===== config.mk =====
export PLATFORM = sky130hd
export DESIGN_NAME = icon_utree_pipe_flat
export DESIGN_NICKNAME = d
export VERILOG_FILES = /design/src/rtl/icon_utree_pipe_if.sv /design/src/rtl/icon_utree_pipe.sv /design/src/flat_wrapper.sv
export SDC_FILE = /design/constraint.sdc
export NUM_CORES = 1
export LEC_CHECK = 0
export CAP_MARGIN = 10
export CORE_AREA = 2 2 156 158
export DETAILED_ROUTE_END_ITERATION = 12
export DIE_AREA = 0 0 158 160
export GPL_TIMING_DRIVEN = 0
export PLACE_DENSITY = 0.8
export REMOVE_ABC_BUFFERS = 1
export SKIP_CTS_REPAIR_TIMING = 1
export SLEW_MARGIN = 20
export SYNTH_ARGS = -nofsm -noshare
export SYNTH_HDL_FRONTEND = slang
export SYNTH_SLANG_ARGS = --single-unit
export TNS_END_PERCENT = 20

===== constraint.sdc =====
create_clock -name i_clk -period 12.6 [get_ports i_clk]
set_clock_uncertainty 0.2 [all_clocks]
set_input_delay 1.26 -clock i_clk [delete_from_list [all_inputs] [get_ports i_clk]]
set_output_delay 1.26 -clock i_clk [all_outputs]
set_load 0.005 [all_outputs]

===== src/rtl/icon_utree_pipe_if.sv =====
// icon_utree_pipe bus bundle: per-lane beat inputs, per-channel outputs,
// sink readiness and the drop counter, with source/sink and pipe views.
interface icon_utree_pipe_if #(
    parameter int CHANS  = 4,
    parameter int RATIO  = 4,
    parameter int DATA_W = 7,
    parameter int ADDR_W = 8,
    parameter int CNT_W  = 16
);
    localparam int INPUTS = RATIO * CHANS;
    localparam int NODES  = INPUTS / 2;
    localparam int STAGES = $clog2(INPUTS);

    logic [INPUTS-1:0]              i_valid;
    logic [INPUTS-1:0][ADDR_W-1:0]  i_addr;
    logic [INPUTS-1:0][DATA_W-1:0]  i_data;
    logic [STAGES-1:0][NODES-1:0]   i_scb;
    logic                           o_in_ready;
    logic [CHANS-1:0]               o_valid;
    logic [CHANS-1:0][ADDR_W-1:0]   o_addr;
    logic [CHANS-1:0][DATA_W-1:0]   o_data;
    logic [STAGES-1:0][NODES-1:0]   o_scb;
    logic [CHANS-1:0]               i_out_ready;
    logic [CNT_W-1:0]               o_drop_cnt;

    modport master (
        output i_valid, i_addr, i_data, i_scb, i_out_ready,
        input  o_in_ready, o_valid, o_addr, o_data, o_scb, o_drop_cnt
    );

    modport slave (
        input  i_valid, i_addr, i_data, i_scb, i_out_ready,
        output o_in_ready, o_valid, o_addr, o_data, o_scb, o_drop_cnt
    );
endinterface


===== src/rtl/icon_utree_pipe.sv =====
// icon_utree_pipe: butterfly concentration tree with optional per-stage
// registers, per-lane valids, beat-carried switch words and drop counting.
module icon_utree_pipe #(
    parameter int          CHANS     = 4,
    parameter int          RATIO     = 4,
    parameter int          DATA_W    = 7,
    parameter int          ADDR_W    = 8,
    parameter int unsigned PIPE_MASK = 0,
    parameter int          CNT_W     = 16
) (
    input  logic              i_clk,
    input  logic              i_rst,
    icon_utree_pipe_if.slave  bus
);
    function automatic int popcount(input int unsigned x);
        int c;
        c = 0;
        for (int i = 0; i < 32; i++) begin
            c += int'(x[i]);
        end
        return c;
    endfunction

    localparam int INPUTS = RATIO * CHANS;
    localparam int NODES  = INPUTS / 2;
    localparam int STAGES = $clog2(INPUTS);
    localparam int LAT    = popcount(PIPE_MASK);
    localparam int SUM_W  = CNT_W + $clog2(INPUTS + 1);
    localparam logic [SUM_W-1:0] CNT_MAX = SUM_W'({CNT_W{1'b1}});

    if (RATIO < 2 || (RATIO & (RATIO - 1)) != 0) begin : g_bad_ratio
        $error("icon_utree_pipe: RATIO must be a power of 2 and >= 2");
    end

    if (LAT > STAGES || (PIPE_MASK >> STAGES) != 0) begin : g_bad_mask
        $error("icon_utree_pipe: PIPE_MASK has bits beyond STAGES");
    end

    typedef logic [INPUTS-1:0]             vec_t;
    typedef logic [INPUTS-1:0][ADDR_W-1:0] addr_t;
    typedef logic [INPUTS-1:0][DATA_W-1:0] data_t;
    typedef logic [STAGES-1:0][NODES-1:0]  scb_t;

    vec_t   v_d   [STAGES];
    vec_t   v_q   [STAGES];
    addr_t  a_d   [STAGES];
    addr_t  a_q   [STAGES];
    data_t  d_d   [STAGES];
    data_t  d_q   [STAGES];
    scb_t   scb_d [STAGES];
    scb_t   scb_q [STAGES];

    logic             stall;
    logic [CNT_W-1:0] cnt_d;
    logic [CNT_W-1:0] cnt_q;

    // Walk the beat from the top stage down to stage 0, switching each
    // pair by its own control bit and picking registered or live values.
    always_comb begin
        vec_t             cv;
        vec_t             nv;
        addr_t            ca;
        addr_t            na;
        data_t            cd;
        data_t            nd;
        scb_t             cs;
        logic [CHANS-1:0] ov;
        logic [SUM_W-1:0] drops;
        logic [SUM_W-1:0] sum;
        int               lo;
        int               hi;

        cv = bus.i_valid;
        ca = bus.i_addr;
        cd = bus.i_data;
        cs = bus.i_scb;
        nv = '0;
        na = '0;
        nd = '0;
        lo = 0;
        hi = 0;

        for (int s = STAGES - 1; s >= 0; s--) begin
            nv = cv;
            na = ca;
            nd = cd;
            for (int n = 0; n < NODES; n++) begin
                lo = ((n >> s) << (s + 1)) | (n & ((1 << s) - 1));
                hi = lo + (1 << s);
                if (cs[s][n]) begin
                    nv[lo] = cv[hi];
                    nv[hi] = cv[lo];
                    na[lo] = ca[hi];
                    na[hi] = ca[lo];
                    nd[lo] = cd[hi];
                    nd[hi] = cd[lo];
                end
            end
            v_d[s]   = nv;
            a_d[s]   = na;
            d_d[s]   = nd;
            scb_d[s] = cs;
            if (PIPE_MASK[s]) begin
                cv = v_q[s];
                ca = a_q[s];
                cd = d_q[s];
                cs = scb_q[s];
            end else begin
                cv = nv;
                ca = na;
                cd = nd;
            end
        end

        ov = '0;
        for (int c = 0; c < CHANS; c++) begin
            ov[c]         = cv[RATIO*c];
            bus.o_addr[c] = ca[RATIO*c];
            bus.o_data[c] = cd[RATIO*c];
        end
        bus.o_valid = ov;
        bus.o_scb   = cs;
        stall       = |(ov & ~bus.i_out_ready);

        drops = '0;
        for (int l = 0; l < INPUTS; l++) begin
            if ((l % RATIO) != 0 && cv[l]) begin
                drops = drops + SUM_W'(1);
            end
        end
        sum = SUM_W'(cnt_q) + drops;
        if (stall) begin
            cnt_d = cnt_q;
        end else if (sum > CNT_MAX) begin
            cnt_d = {CNT_W{1'b1}};
        end else begin
            cnt_d = sum[CNT_W-1:0];
        end
    end

    assign bus.o_in_ready = ~stall;
    assign bus.o_drop_cnt = cnt_q;

    // Advance every enabled stage register together unless a sink stalls.
    always_ff @(posedge i_clk) begin
        if (i_rst) begin
            for (int s = 0; s < STAGES; s++) begin
                v_q[s]   <= '0;
                a_q[s]   <= '0;
                d_q[s]   <= '0;
                scb_q[s] <= '0;
            end
            cnt_q <= '0;
        end else if (!stall) begin
            for (int s = 0; s < STAGES; s++) begin
                if (PIPE_MASK[s]) begin
                    v_q[s]   <= v_d[s];
                    a_q[s]   <= a_d[s];
                    d_q[s]   <= d_d[s];
                    scb_q[s] <= scb_d[s];
                end
            end
            cnt_q <= cnt_d;
        end
    end
endmodule


===== src/flat_wrapper.sv =====
// flat-port wrapper written by rule: the top's interface ports become plain ports
module icon_utree_pipe_flat 
#(
    parameter int          CHANS     = 4,
    parameter int          RATIO     = 4,
    parameter int          DATA_W    = 7,
    parameter int          ADDR_W    = 8,
    parameter int unsigned PIPE_MASK = 0,
    parameter int          CNT_W     = 16
)
  (i_clk, i_rst, bus_i_valid, bus_i_addr, bus_i_data, bus_i_scb, bus_i_out_ready, bus_o_in_ready, bus_o_valid, bus_o_addr, bus_o_data, bus_o_scb, bus_o_drop_cnt);
  icon_utree_pipe_if #(.CHANS(CHANS), .RATIO(RATIO), .DATA_W(DATA_W), .ADDR_W(ADDR_W), .CNT_W(CNT_W)) bus_i ();
  input  logic i_clk;
  input  logic i_rst;
  input wire logic [$bits(bus_i.i_valid)-1:0] bus_i_valid;
  input wire logic [$bits(bus_i.i_addr)-1:0] bus_i_addr;
  input wire logic [$bits(bus_i.i_data)-1:0] bus_i_data;
  input wire logic [$bits(bus_i.i_scb)-1:0] bus_i_scb;
  input wire logic [$bits(bus_i.i_out_ready)-1:0] bus_i_out_ready;
  output wire logic [$bits(bus_i.o_in_ready)-1:0] bus_o_in_ready;
  output wire logic [$bits(bus_i.o_valid)-1:0] bus_o_valid;
  output wire logic [$bits(bus_i.o_addr)-1:0] bus_o_addr;
  output wire logic [$bits(bus_i.o_data)-1:0] bus_o_data;
  output wire logic [$bits(bus_i.o_scb)-1:0] bus_o_scb;
  output wire logic [$bits(bus_i.o_drop_cnt)-1:0] bus_o_drop_cnt;
  assign bus_i.i_valid = bus_i_valid;
  assign bus_i.i_addr = bus_i_addr;
  assign bus_i.i_data = bus_i_data;
  assign bus_i.i_scb = bus_i_scb;
  assign bus_i.i_out_ready = bus_i_out_ready;
  assign bus_o_in_ready = bus_i.o_in_ready;
  assign bus_o_valid = bus_i.o_valid;
  assign bus_o_addr = bus_i.o_addr;
  assign bus_o_data = bus_i.o_data;
  assign bus_o_scb = bus_i.o_scb;
  assign bus_o_drop_cnt = bus_i.o_drop_cnt;
  icon_utree_pipe #(.CHANS(CHANS), .RATIO(RATIO), .DATA_W(DATA_W), .ADDR_W(ADDR_W), .PIPE_MASK(PIPE_MASK), .CNT_W(CNT_W)) u_core (.i_clk(i_clk), .i_rst(i_rst), .bus(bus_i));
endmodule

layers.png
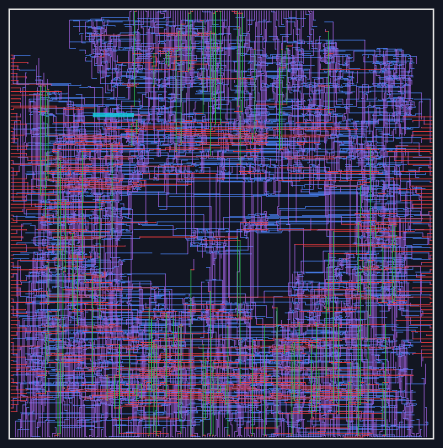
M5: shown in cyan, wire length 13.8 um. M4: shown in green, wire length 2,860 um. M3: shown in red, wire length 5,840 um. M2: shown in purple, wire length 21.6 mm. M1: shown in blue, wire length 18,200 um.

clock_nets.png
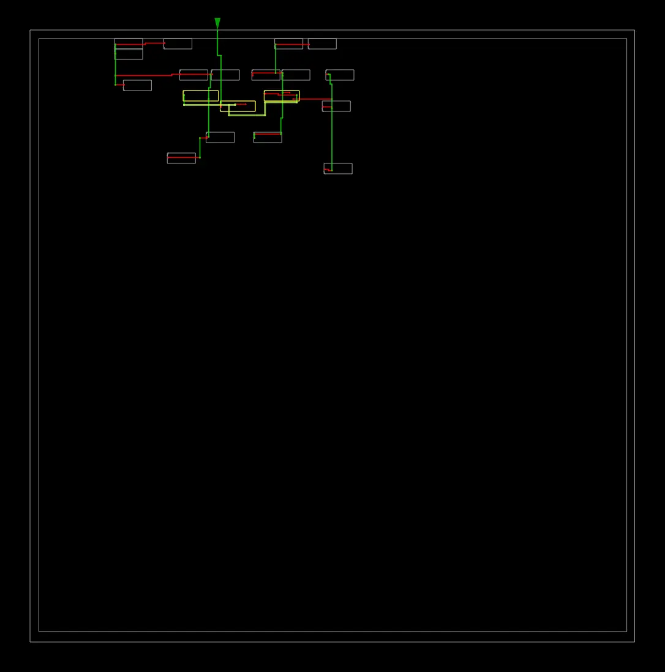
seq_cells: 16
clock buf count: 3
clock sink count: 16
clock buffer count from CTS: 3

pinout.png
Pins as bars across the die edge, other pins in grey.
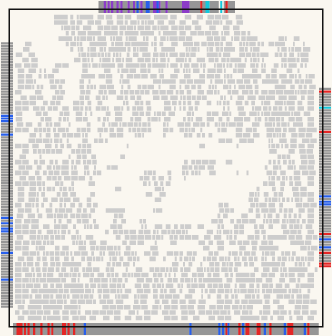
`bus_i_scb`: shown in red, pins 32, direction input, edge 24 bottom, 6 right, 2 top. `bus_o_data`: shown in blue, pins 28, direction output, edge 10 left, 9 bottom, 5 right, 4 top. `bus_o_drop_cnt`: shown in purple, pins 16, direction output, edge top. `bus_i_out_ready`: shown in cyan, pins 4, direction input, edge 3 top, 1 right.

gates.png
The bar under the picture is 50 um long.
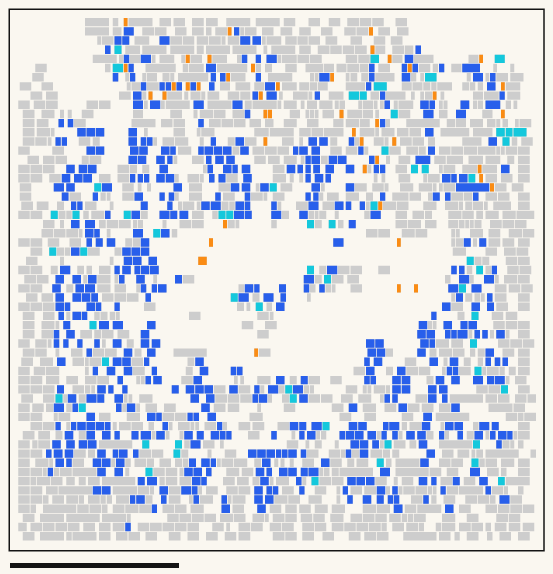
aoi and oai cells: shown in blue, cells 531, where widely spread. and/or cells: shown in cyan, cells 58, where widely spread. inv cells: shown in orange, cells 44.

route_heat.png
The die is cut into 32 by 32 equal tiles; dark blue is low, red is high, scaled to the fullest tile. Values are wire area over tile area, all layers added.
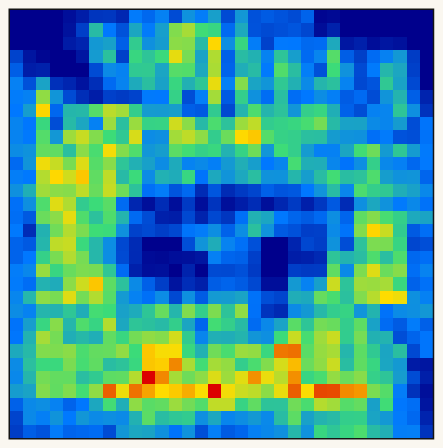
5.0% of the tiles are nearly empty. The fullest tile reaches 0.94. The emptiest ninth of the die: centre. 26% of the tiles are over half the peak. The mean over all tiles is 0.34. The densest ninth of the die: bottom centre.

[worst max-delay path, delay by kind of cell]
| family | cells | cell delay [ns] |
|---|---|---|
| compound gates | 16 | 3.10 |
| fa+ha+maj | 10 | 3.03 |
| buf+inv | 5 | 0.97 |
| mux | 7 | 1.79 |
| simple gates | 9 | 1.53 |
[per-stage QoR]
stage	util	std cells	instance area (um^2)	hold slack [ns]	power, W
after floorplan	-	1314	9330	0.298	0.000854
after global placement	0.579	2044	13800	0.308	0.00124
after detailed placement	0.598	2068	14200	0.311	0.00129
after CTS	0.601	2071	14300	0.318	0.00136
after global routing	0.602	2076	14300	0.355	0.00151
final	0.602	2076	14300	0.323	0.00138
==> CHANGELOG.md <==
## Flow update

- First-pass GRT wire length: 70.7 mm
- Top layer in use: met5
- Area added between synthesis and finish: 41.7%
- Fillcell total: 2,161
- Wire length on met3: 5.84 mm
- ClkCell Share: 0.00523
- Flop area: 320 um^2
- Via/cell ratio: 6.49
- Post-Syn Area: 0.0101 mm^2
- Final ANT Viol Nets: 0
- Commonest cells in the netlist: a211oi_1, mux2i_1, nand2_1, a21oi_1, clkbuf_1
- Met2 routed WL: 21.6 mm
- Max Slew Vio Count: 0
- Top FF cell, synth: dfxtp_1
- Largest register FFs: 16
- Number of diodes: 5
- Outcome: complete, no violations
- Nonclk buf count: 430
- Overall Global Routing Usage: 0.360
- Register share after synthesis: 0.0317
- Total I/O pin count: 407
- Max Cap Viol: 0
- DR vias: 13,500
- Reg2Reg Capture Point: u_core.bus.o_drop_cnt[5]$_SDFFE_PP0P_
- Met1 Resource Use GR: 0.448
- Post-synth EDFFs: 0
- Final setup violation count: 0
- Combinational share of cell area: 0.617
- Slew margin rel.: 0.264
- Crit. Startpoint: bus_i_scb[24]
- CP Data Arrival Time: 11.69 ns
- Drt initial violations: 1,344
- Mux area share: 0.231
- Reg2Reg Launch Point: u_core.bus.o_drop_cnt[0]$_SDFFE_PP0P_
- Yosys cell count: 1,488
- Post-synth cell types: 80
- Worst skew pair latency: 0.25 ns
- Hold Path Stages: 2
Power and IR drop assume default switching activity.
